--- config.mk ---
export PLATFORM = sky130hd
export DESIGN_NAME = interconnect_cfg_ctrl
export DESIGN_NICKNAME = d
export VERILOG_FILES = /design/src/rtl/interconnect_cfg_ctrl_pkg.sv /design/src/rtl/cfg_frame_shifter.sv /design/src/rtl/interconnect_cfg_ctrl.sv
export SDC_FILE = /design/constraint.sdc
export NUM_CORES = 1
export LEC_CHECK = 0
export CAP_MARGIN = 10
export CELL_PAD_IN_SITES_DETAIL_PLACEMENT = 0
export CELL_PAD_IN_SITES_GLOBAL_PLACEMENT = 1
export CORE_MARGIN = 3
export CORE_UTILIZATION = 35
export CTS_CLUSTER_SIZE = 16
export DETAILED_ROUTE_END_ITERATION = 10
export PLACE_DENSITY = 0.82
export SLEW_MARGIN = 10
export SYNTH_ARGS = -nofsm -noshare
export SYNTH_HDL_FRONTEND = slang
export SYNTH_HIERARCHICAL = 1
export SYNTH_SLANG_ARGS = --single-unit
--- constraint.sdc ---
create_clock -name clk -period 2.15 [get_ports clk]
set_input_delay 0.215 -clock clk [delete_from_list [all_inputs] [get_ports clk]]
set_output_delay 0.215 -clock clk [all_outputs]
set_load 0.01 [all_outputs]
--- src/rtl/interconnect_cfg_ctrl_pkg.sv ---
// Shared definitions for the interconnect configuration controller.
//   state_e    : controller FSM states
//   SelW       : width of one interconnect select field
//   MaxSel     : largest legal select value; anything above is a bitstream error
//   LutW       : LUT truth-table width per CLB
//   frame_len(): serial frame length in bits for a given LUT input count
package interconnect_cfg_ctrl_pkg;

  typedef enum logic [2:0] {
    StIdle,
    StErase,
    StLoad,
    StCommit,
    StDone,
    StError
  } state_e;

  localparam int unsigned SelW   = 5;
  localparam int unsigned MaxSel = 23;
  localparam int unsigned LutW   = 16;

  function automatic int unsigned frame_len(input int unsigned lut_in);
    return lut_in * SelW + LutW;
  endfunction

endpackage

--- src/rtl/cfg_frame_shifter.sv ---
// Serial-to-parallel frame collector for one CLB configuration frame.
// Ports:
//   clk, rst_b     : clock, asynchronous active-low reset
//   clr_i          : synchronous clear of frame register and bit counter
//   shift_en_i     : accept bit_i this cycle (valid && ready)
//   bit_i          : serial bitstream bit, MSB of the frame first
//   frame_o        : collected frame; first received bit ends up in the MSB
//   frame_full_o   : the bit accepted this cycle completes the frame
module cfg_frame_shifter
  import interconnect_cfg_ctrl_pkg::*;
#(
  parameter int unsigned FrameLen = frame_len(4)
) (
  input  logic                clk,
  input  logic                rst_b,
  input  logic                clr_i,
  input  logic                shift_en_i,
  input  logic                bit_i,
  output logic [FrameLen-1:0] frame_o,
  output logic                frame_full_o
);

  localparam int unsigned CntW = $clog2(FrameLen);

  logic [FrameLen-1:0] frame_q, frame_d;
  logic [CntW-1:0]     cnt_q, cnt_d;
  logic                last_bit;

  assign last_bit = (cnt_q == CntW'(FrameLen - 1));

  // The counter parks on the last index; only a clear (COMMIT/ERASE) wraps it.
  always_comb begin
    frame_d = frame_q;
    cnt_d   = cnt_q;
    if (clr_i) begin
      frame_d = '0;
      cnt_d   = '0;
    end else if (shift_en_i) begin
      frame_d = {frame_q[FrameLen-2:0], bit_i};
      if (!last_bit) begin
        cnt_d = cnt_q + CntW'(1);
      end
    end
  end

  always_ff @(posedge clk or negedge rst_b) begin
    if (!rst_b) begin
      frame_q <= '0;
      cnt_q   <= '0;
    end else begin
      frame_q <= frame_d;
      cnt_q   <= cnt_d;
    end
  end

  assign frame_o      = frame_q;
  assign frame_full_o = shift_en_i & last_bit & ~clr_i;

endmodule

--- src/rtl/interconnect_cfg_ctrl.sv ---
// FPGA interconnect configuration controller. Erases the fabric, then loads
// one serial frame per CLB (LUT_IN 5-bit selects, then a 16-bit LUT), checks
// every select and commits it to that CLB's output registers.
// Ports:
//   clk, rst_b           : clock, asynchronous active-low reset
//   start                : begin a full load (honoured in IDLE/DONE/ERROR)
//   cfg_data, cfg_valid  : serial bitstream input
//   cfg_ready            : bit accepted when cfg_valid && cfg_ready
//   prgm_b               : 1 once every CLB is programmed
//   clb_prgm_b           : per-CLB strobe, 0 = CLB committed/enabled
//   interconnect_switch  : 5-bit select per CLB input
//   lut_cfg              : 16-bit truth table per CLB
//   busy, cfg_err        : status
module interconnect_cfg_ctrl
  import interconnect_cfg_ctrl_pkg::*;
#(
  parameter int unsigned NUM_CLB   = 4,
  parameter int unsigned LUT_IN    = 4,
  parameter int unsigned ERASE_CYC = 4
) (
  input  logic                          clk,
  input  logic                          rst_b,
  input  logic                          start,
  input  logic                          cfg_data,
  input  logic                          cfg_valid,
  output logic                          cfg_ready,
  output logic                          prgm_b,
  output logic [NUM_CLB-1:0]            clb_prgm_b,
  output logic [NUM_CLB*LUT_IN*SelW-1:0] interconnect_switch,
  output logic [NUM_CLB*LutW-1:0]       lut_cfg,
  output logic                          busy,
  output logic                          cfg_err
);

  localparam int unsigned FrameLen = frame_len(LUT_IN);
  localparam int unsigned SwW      = LUT_IN * SelW;
  localparam int unsigned ClbW     = $clog2(NUM_CLB) + 1;
  localparam int unsigned EraseW   = $clog2(ERASE_CYC) + 1;

  state_e                     state_q, state_d;
  logic [ClbW-1:0]            clb_q, clb_d;
  logic [EraseW-1:0]          erase_q, erase_d;
  logic                       prgm_b_q, prgm_b_d;
  logic [NUM_CLB-1:0]         clb_prgm_b_q, clb_prgm_b_d;
  logic [NUM_CLB*SwW-1:0]     sw_q, sw_d;
  logic [NUM_CLB*LutW-1:0]    lut_q, lut_d;
  logic                       ready_q, ready_d;
  logic                       busy_q, busy_d;
  logic                       err_q, err_d;

  logic                       shift_clr;
  logic [FrameLen-1:0]        frame;
  logic                       frame_full;
  logic                       sel_bad;

  cfg_frame_shifter #(
    .FrameLen (FrameLen)
  ) u_shifter (
    .clk          (clk),
    .rst_b        (rst_b),
    .clr_i        (shift_clr),
    .shift_en_i   (cfg_valid & ready_q),
    .bit_i        (cfg_data),
    .frame_o      (frame),
    .frame_full_o (frame_full)
  );

  // Any out-of-range select rejects the whole frame.
  always_comb begin
    sel_bad = 1'b0;
    for (int unsigned j = 0; j < LUT_IN; j++) begin
      if (frame[LutW + j*SelW +: SelW] > SelW'(MaxSel)) begin
        sel_bad = 1'b1;
      end
    end
  end

  always_comb begin
    state_d      = state_q;
    clb_d        = clb_q;
    erase_d      = erase_q;
    prgm_b_d     = prgm_b_q;
    clb_prgm_b_d = clb_prgm_b_q;
    sw_d         = sw_q;
    lut_d        = lut_q;
    err_d        = err_q;
    shift_clr    = 1'b0;

    unique case (state_q)
      StIdle, StDone, StError: begin
        if (start) begin
          state_d      = StErase;
          prgm_b_d     = 1'b0;
          clb_prgm_b_d = '1;
          sw_d         = '0;
          lut_d        = '0;
          clb_d        = '0;
          erase_d      = '0;
          err_d        = 1'b0;
          shift_clr    = 1'b1;
        end
      end
      StErase: begin
        if (erase_q == EraseW'(ERASE_CYC - 1)) begin
          state_d = StLoad;
        end else begin
          erase_d = erase_q + EraseW'(1);
        end
      end
      StLoad: begin
        if (frame_full) begin
          state_d = StCommit;
        end
      end
      StCommit: begin
        shift_clr = 1'b1;
        if (sel_bad) begin
          state_d = StError;
          err_d   = 1'b1;
        end else begin
          for (int unsigned k = 0; k < NUM_CLB; k++) begin
            if (clb_q == ClbW'(k)) begin
              sw_d[k*SwW +: SwW]    = frame[FrameLen-1 -: SwW];
              lut_d[k*LutW +: LutW] = frame[LutW-1:0];
              clb_prgm_b_d[k]       = 1'b0;
            end
          end
          if (clb_q == ClbW'(NUM_CLB - 1)) begin
            state_d  = StDone;
            prgm_b_d = 1'b1;
          end else begin
            state_d = StLoad;
            clb_d   = clb_q + ClbW'(1);
          end
        end
      end
      default: state_d = StIdle;
    endcase

    // Status outputs are registered from the next state so they line up with it.
    ready_d = (state_d == StLoad);
    busy_d  = (state_d == StErase) || (state_d == StLoad) || (state_d == StCommit);
  end

  always_ff @(posedge clk or negedge rst_b) begin
    if (!rst_b) begin
      state_q      <= StIdle;
      clb_q        <= '0;
      erase_q      <= '0;
      prgm_b_q     <= 1'b0;
      clb_prgm_b_q <= '1;
      sw_q         <= '0;
      lut_q        <= '0;
      ready_q      <= 1'b0;
      busy_q       <= 1'b0;
      err_q        <= 1'b0;
    end else begin
      state_q      <= state_d;
      clb_q        <= clb_d;
      erase_q      <= erase_d;
      prgm_b_q     <= prgm_b_d;
      clb_prgm_b_q <= clb_prgm_b_d;
      sw_q         <= sw_d;
      lut_q        <= lut_d;
      ready_q      <= ready_d;
      busy_q       <= busy_d;
      err_q        <= err_d;
    end
  end

  assign cfg_ready           = ready_q;
  assign prgm_b              = prgm_b_q;
  assign clb_prgm_b          = clb_prgm_b_q;
  assign interconnect_switch = sw_q;
  assign lut_cfg             = lut_q;
  assign busy                = busy_q;
  assign cfg_err             = err_q;

endmodule

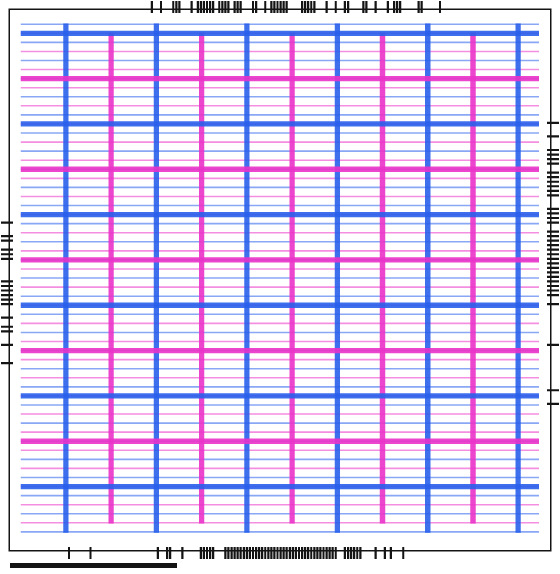
(run_1/pdn.png)
Scale bar: 50 um. Pins as bars on the die edge.
Key: blue = VSS; magenta = VDD
11 straps on met5. 57 met1 rails follow the rows. The core has 56 rows. 11 straps on met4.

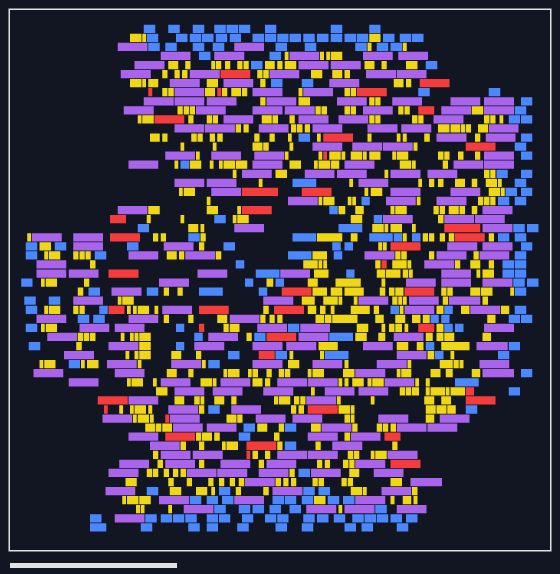
(run_1/cell_classes.png)
Scale bar: 50 um.
Key: yellow = all other logic [cells 497, share of their area 28%]; blue = other buffers and delay cells [cells 193, share of their area 18%]; red = clock drivers and dummy loads [cells 40, share of their area 6.9%]; purple = flip-flops [cells 203, share of their area 47%]

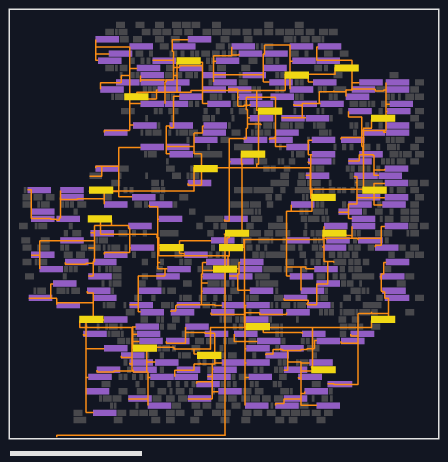
(run_1/clock_map.png)
Scale bar: 50 um.
Key: yellow = cells driving clock nets [count 23]; orange = clock wires [length 2630 um]; purple = flip-flops [count 203]
There are 24 routed clock nets. Position of the flops: all over the die.

==> notes.md, run 1 <==
Numbers from the implementation run.

In the placement report, post-DP HPWL is listed as 15600 um. The floorplan-stage core utilization is a little over a third. The layout has 193 buffers outside the clock class. The dominant cell type by count on the critical path is nand2b_1. Summing all flip-flop and latch instances after layout gives 5080 um2.

The power spent charging and discharging nets is 3.42 mW. The worst clock skew on the final layout is ~0.013 ns. After Yosys synthesis, full adders, half adders and majority gates account for 1.17% of the synthesized area. The share of the final layout cell area in multi-input gates is 25.9%. Entering global routing, the biggest net connects 58 pins.

The DRC violation count after routing is 0. The largest fanout on the critical path is 8. On the worst setup and hold paths after CTS, the clock-pin slew comes to roughly 0.06 ns. The sum of overflow across all layers after global routing is 0. The TritonCTS clock tree is built. The power report lists the sequential group at approximately 4.2 mW. The count of maximum capacitance violations is 0. According to the floorplan report, the total die area is 26300 um2. The initial antenna violation count came to 0.

Per the placement report, the placed cell count is 1211. The final-report hold violation count is 0. The flow ran to the end, and the final reports show no timing, DRC or antenna violations.

The number of buffers added for setup after CTS is 0.
-- run 1: metal layers --
layer / routed length [um] / part of all wire [%] / GRT usage, %
met5: 0 / 0 / 0
met4: 456 / 2.0 / 4.54
met3: 1330 / 5.8 / 3.42
met2: 11300 / 50 / 29.4
met1: 9730 / 43 / 23.5
-- run 1: metrics by stage --
step                      power, mW  setup TNS, ns  hold slack [ns]  cell area [um2]
after floorplan                6.04              0          -0.0806             8520
after global placement         6.96              0            0.210            10500
after detailed placement       7.01       -0.00566            0.217            10500
after CTS                      10.9              0            0.245            11300
after global routing           11.3              0            0.272            11300
final                          10.8              0            0.230            11300
-- run 1: what timing repair did --
| action | 4_1_cts | 5_1_grt |
|---|---|---|
| endpoints found under the hold margin | 51 | 0 |
| hold buffers | 1 | 0 |
| resized | 0 | 0 |
-- run 1: sequential cells by signal, summed over array words and instances (netlist names) --
register and count:
u_shifter/cnt_q 6, clb_q 3, u_shifter/frame_o 36, busy 1, cfg_ready 1, cfg_err 1, prgm_b 1, interconnect_switch 80
clb_prgm_b 4, erase_q 3, state_q 3, lut_cfg 64
-- run 1: worst max path at each step --
stage / from / to / slack, ns / depth (start not counted)
2_1_floorplan: state_q[2] / cfg_ready / 0.03 / 12
3_3_place_gp: start / cfg_ready / 0.01 / 11
3_5_place_dp: start / cfg_ready / -0.006 / 11
4_1_cts: u_shifter/frame_o[29] / interconnect_switch[59] / 0.21 / 5
5_1_grt: state_q[0] / cfg_ready / 0.05 / 9
6_report: state_q[0] / cfg_ready / 0.23 / 9
-- run 1: kinds of logic after synthesis --
family          count (synthesis)
compound gates                251
flops                         203
simple gates                  118
buf+inv                        98
mux                            73
fa+ha+maj                       8
xor+xnor                        3
==> run_1/metal_stack.png <==
Two of the layers only.
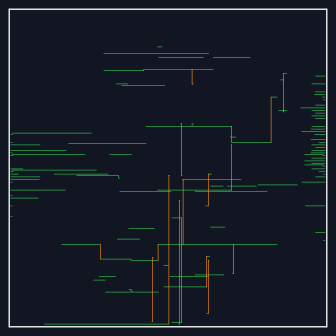

==> run 2, diff against run 1 <==
--- a/config.mk
+++ b/config.mk
@@ -9,10 +9,10 @@
 export CELL_PAD_IN_SITES_DETAIL_PLACEMENT = 0
 export CELL_PAD_IN_SITES_GLOBAL_PLACEMENT = 1
 export CORE_MARGIN = 3
-export CORE_UTILIZATION = 35
+export CORE_UTILIZATION = 37
 export CTS_CLUSTER_SIZE = 16
 export DETAILED_ROUTE_END_ITERATION = 10
-export PLACE_DENSITY = 0.82
+export PLACE_DENSITY = 0.86
 export SLEW_MARGIN = 10
 export SYNTH_ARGS = -nofsm -noshare
 export SYNTH_HDL_FRONTEND = slang
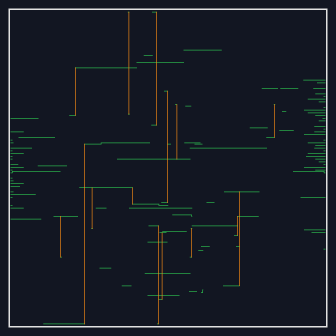
(run_2/metal_stack.png)
Two of the layers only.
Key: green = met3 [wire length 888 um]; orange = met4 [wire length 522 um]

==> run 2 against run 1 <==
  * Final cell count fell by 3.0%
  * Die size fell by 5.2%
  * Critical path depth rose by 1
  * Core utilization rose by 2.9 points
  * Largest power group unchanged
  * Cell area fell by 0.41%
  * Synthesized cell count did not move
  * Largest cell class unchanged
  * Flip-flop count did not move
  * Setup slack got worse by 0.091 ns
  * Non-clock buffer count rose by 1
  * Critical endpoint unchanged
==> notes.md, run 2 <==
Numbers from the implementation run.

The count of maximum capacitance violations is 0 (unchanged). The synthesis log from Yosys contains 6 warnings. In the synthesized netlist, the cells that appear most often are dfrtp_1, o21ai_0, mux2i_1. The number of enable flip-flop cells is 0. The clock input transition at the sequential cells of the worst setup and hold paths came to 0.06 ns (about the same). The stat command in Yosys gives a chip area of 8520 um2.

The area of the multi-input gates is around 2900 um2. The final-report hold violation count was 0 (unchanged). The largest fanout on the critical path is 7 (-1). The flow ran to the end, and the final reports show no timing, DRC or antenna violations. The critical path endpoint is cfg_ready. The TritonCTS clock tree is built. The floorplan-stage core utilization is 38.3% (+2.4 points). The share of the final layout cell area in multi-input gates is 26.1% (+0.15 points). The final weighted congestion recorded by global placement is 0.807. The die area was 24900 um2 (-5.2%). The post-synth register bit count is slightly above 200. The smallest setup slack after layout is 0.138 ns.

The maximum number of pins on one net before global-route repair came to 66 (+14%). The count of plain and timing-repair buffers in the layout came to 194 (+0.52%). Max-slew check failures listed in the final report amount to 0. The initial antenna violation count is 0 (unchanged).

The HPWL reported at the end of detailed placement is 15000 um (-3.6%). The instance area after placement is 10500 um2 (-0.87%). The main area contributors are dfrtp_1, mux2i_1, o21ai_0, o21ai_1, o21ai_2.

The setup TNS is 0 ns (unchanged). The sum of overflow across all layers after global routing came to 0 (unchanged). The area of all sequential standard cells was 5080 um2 (unchanged). The number of gates on the worst path with buffers counted is 10 (+1).

The capturing element type of the critical path is a flip-flop. The number of flip-flops under the largest register name is 80 (unchanged). In the setup report, the worst path falls into the class flip-flop to flip-flop. The highest supply drop recorded on VDD is around 0.53 mV. The post-route netlist has 14.0% of its cells at a drive strength greater than 1.

In the layout the commonest cells are dfrtp_1, clkdlybuf4s50_1, o21ai_0. In this run the worst setup path begins at state_q[1]. The share of final layout cell area taken by non-clock buffers is 17.1%. The cell area after layout was 11300 um2 (-0.41%). The DRC violation count after routing is 0 (unchanged). The number of buffers added for setup after CTS is 0 (unchanged).
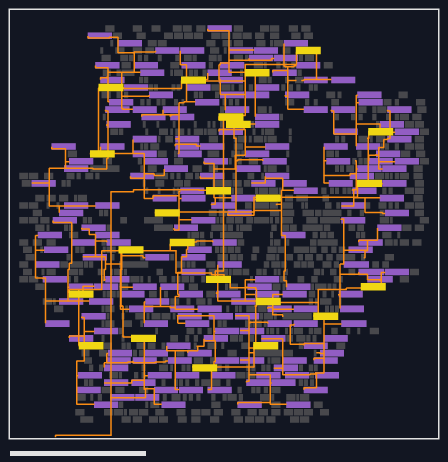
(run_2/clock_map.png)
Scale bar: 50 um.
Key: purple = flip-flops [count 203]; yellow = cells driving clock nets [count 23]; orange = clock wires [length 2540 um]
Position of the flops: all over the die. There are 24 routed clock nets.
post-route clock skew: 0.00957 ns
part of the power in the clock network: 37.3%

run 2: cell types whose count changed in the layout (fill, tap and decap cells not counted), sizes merged:
cell      previous run  this run
clkinv               2         6
bufinv               2         4
clkinvlp             1         0
inv                 44        45
buf                 36        37
clkbuf              36        31
run 2: how the worst min path moves through the flow:
stage | depth (start not counted) | slack [ns] | endpoint | startpoint
after global placement | 1 | 0.24 | lut_cfg[53] | rst_b
after floorplan | 0 | -0.08 | busy | rst_b
after global routing | 2 | 0.31 | lut_cfg[55] | rst_b
after detailed placement | 1 | 0.24 | lut_cfg[53] | rst_b
final | 2 | 0.27 | lut_cfg[54] | rst_b
after CTS | 2 | 0.27 | u_shifter/cnt_q[3] | rst_b
run 2: cell families after synthesis:
kind of cell             synth area share, %
XOR/XNOR                               0.308
adder cells (fa/ha/maj)                 1.17
AND/OR/NAND/NOR                         6.52
flip-flops                              59.7
AND-OR/OR-AND                           17.6
multiplexers                            8.59
buffers and inverters                   6.15
run 2: through the flow:
step | instances | hold WS, ns | power (mW)
floorplan | 754 | -0.0806 | 6.04
global placement | 1173 | 0.241 | 6.91
detailed placement | 1173 | 0.239 | 6.95
CTS | 1215 | 0.272 | 11.1
global route | 1215 | 0.314 | 11.5
finish | 1215 | 0.268 | 11.0
run 2: power breakdown:
part           internal [mW]  switching, mW  leakage, nW
combinational          0.942           1.75         1.73
sequential              4.02          0.162         2.81
clock                   2.56           1.53        0.395
run 2: per-layer routing:
metal	vias up	GRT usage (%)	part of all wire [%]
li1	2932	-	-
met1	3134	25.7	46
met2	155	29.1	48
met3	33	2.38	4.0
met4	0	5.83	2.3
met5	-	0	0
run 2: timing repair:
action	CTS	global route
hold endpoints to repair	57	0
setup endpoints to repair	0	18
hold buffers	1	0
resized	0	1
==> run_2/cell_classes.png <==
Scale bar: 50 um.
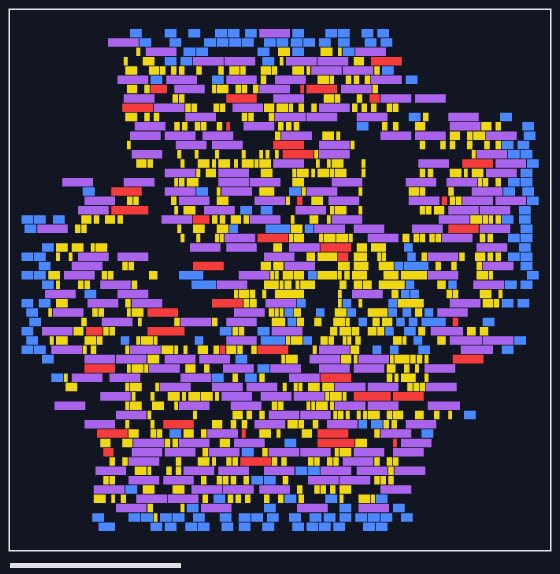

==> run 3, diff against run 2 <==
--- a/config.mk
+++ b/config.mk
@@ -18,3 +18,4 @@
 export SYNTH_HDL_FRONTEND = slang
 export SYNTH_HIERARCHICAL = 1
 export SYNTH_SLANG_ARGS = --single-unit
+export TNS_END_PERCENT = 100
==> constraint.sdc (replaced) <==
create_clock -name clk -period 1.7 [get_ports clk]
set_input_delay 0.17 -clock clk [delete_from_list [all_inputs] [get_ports clk]]
set_output_delay 0.17 -clock clk [all_outputs]
set_load 0.01 [all_outputs]
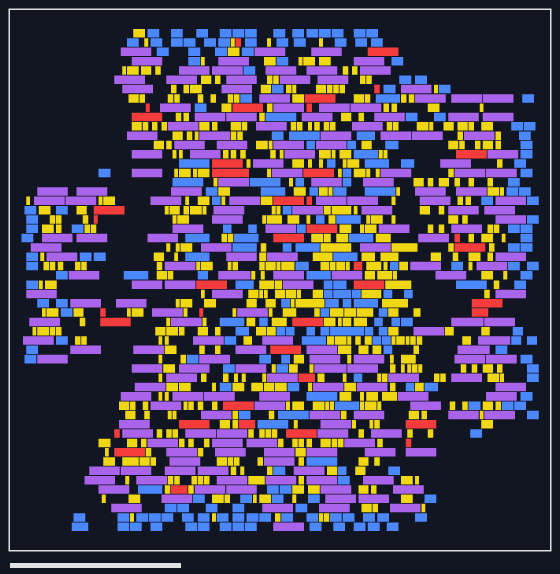
(run_3/cell_classes.png)
Scale bar: 50 um.
Key: blue = other buffers and delay cells [cells 239, share of their area 23%]; red = clock drivers and dummy loads [cells 40, share of their area 6.1%]; yellow = all other logic [cells 497, share of their area 28%]; purple = flip-flops [cells 203, share of their area 43%]

==> run 3 against run 2 <==
  * The flow now finishes with violations (negative setup slack)
  * Critical endpoint is now interconnect_switch[18]
  * Sequential power up 26%
  * Sequential share of layout area decreased by 3.0 points
  * Global-route usage is 0.43 points higher
==> notes.md, run 3 <==
Numbers from the implementation run.

The routability-driven placement congestion ratio is 0.813 (+0.76%). The startpoint-to-endpoint class of the critical path is flip-flop to flip-flop. The HPWL reported at the end of detailed placement was 15600 um (+3.7%). The total power draw is 14.8 mW (+35%). In this run, CTS created clock tree buffers numbering 22. The area of the multi-input gates came to 3060 um2 (+4.1%). The initial antenna violation count is 0 (unchanged). The clock input transition at the sequential cells of the worst setup and hold paths is 0.06 ns (about the same). The final-report hold violation count is 0 (unchanged). The most critical setup path has its startpoint at state_q[2]. The count of buffering cells on the critical path with inverters included is 5. The die area is 24900 um2 (unchanged).

Sorting the synthesized cells by area gives the leading types as dfrtp_1, mux2i_1, o21ai_0, o21ai_1, o21ai_2. The number of slew-limit violations in the final report was 0 (unchanged). The nature of the critical path startpoint is a flip-flop.

The area of all sequential standard cells was 5090 um2 (about the same). The worst clock skew on the final layout came to 0.00968 ns (+0.000109 ns). The DRC violation count after routing came to 0 (unchanged).

The synthesis area per yosys is 8520 um2 (unchanged). The flow ran to the end, but the final reports show violations. In the synthesized netlist, the cells that appear most often are dfrtp_1, o21ai_0, mux2i_1. The sum of overflow across all layers after global routing came to 0 (unchanged). The total of warnings raised by yosys is 6 (unchanged).

The number of enable flip-flop cells is 0 (unchanged). The mux contribution to synthesized area is 8.59% (unchanged). The area fraction in full adders, half adders and majority gates is 1.17% (unchanged).

The length of the first detailed-routing pass in iterations is 8. The checks that failed: negative setup slack. The simple-gate area share of the yosys netlist came to 6.52% (unchanged).

The floorplan-stage core utilization is 38.3% (unchanged). The count of maximum capacitance violations came to 0 (unchanged). The smallest setup slack after layout was -0.203 ns (-0.341 ns). The area fraction in xor and xnor cells is 0.308% (unchanged). The largest fanout on the critical path was 6 (-1). The final tally of setup violations is 117. The fraction of the mapped netlist area in compound gates is 17.6% (unchanged).

The register bit count reported by yosys was 203 (unchanged). TritonCTS built the clock tree. Among the non-sequential cells, AND-OR/OR-AND gates take the most area. The number of flip-flops under the largest register name was 80 (unchanged). The maximum number of pins on one net before global-route repair is 51 (-23%). The worst slack on hold paths is 0.207 ns (-0.0616 ns). By instance count, the leading cell after synthesis is dfrtp_1.
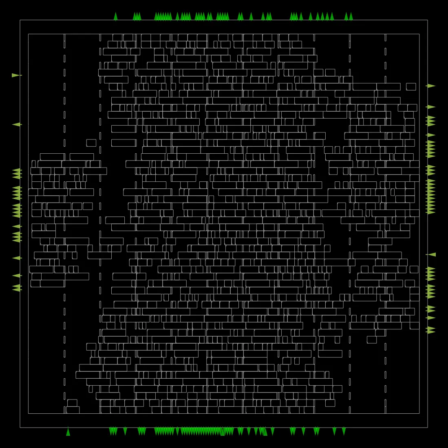
(run_3/final_placement.png)
area of the core: 22200 um2
tally of non-filler cells in the final layout: 1259
number of filler instances in the final layout: 1859
fraction of standard cell area that is sequential: 42.1%

[run 3: cell counts after synthesis]
No cell type changed its count.
[run 3: power by group]
group	switching (mW)	internal [mW]	total, mW
Combinational	2.73	2.09	4.82
Sequential	0.169	5.08	5.25
Clock	1.91	2.80	4.71
Total	4.81	9.97	14.8
[run 3: what timing repair did]
| action | 4_1_cts | 5_1_grt |
|---|---|---|
| pin swaps | 2 | 5 |
| resized | 18 | 51 |
| setup endpoints to repair | 151 | 154 |
| cloned | 1 | 11 |
| setup buffers | 4 | 6 |
| hold buffers | 1 | 0 |
| hold endpoints to repair | 44 | 0 |
[run 3: metrics by stage]
stage	area (um2)	std cells	worst slack (ns)	TNS (ns)
floorplan	8550	754	-0.273	-0.693
global placement	10700	1197	-0.268	-15.19
detailed placement	10700	1197	-0.322	-17.25
CTS	11600	1243	-0.122	-2.00
global route	12100	1259	-0.269	-24.23
finish	12100	1259	-0.203	-16.35
[run 3: path summary, 6_finish.rpt]
check,depth (start not counted),endpoint,slack (ns)
worst max-delay path,9,interconnect_switch[18],-0.20
worst min-delay path,2,lut_cfg[56],0.21
worst max register to register,9,interconnect_switch[18],-0.20
worst min register to register,2,clb_prgm_b[3],0.49
max in group asynchronous,3,clb_prgm_b[0],0.85
min in group clk,3,u_shifter/frame_o[0],0.33
[run 3: area by class of cell]
cell class / instances / area share [%]
multi-input combinational: 453 / 25.3
timing repair buffer: 239 / 22.3
clock buffer: 30 / 5.32
tap: 280 / 2.90
clock inverter: 10 / 0.643
sequential: 203 / 42.1
inverter: 44 / 1.37
[run 3: layer usage]
layer | track usage [%] | wire [um]
met3 | 3.34 | 1190
met1 | 25.2 | 10800
met5 | 0 | 0
met4 | 3.31 | 320
met2 | 31.7 | 12500
Power is estimated from default activity; no workload was simulated.
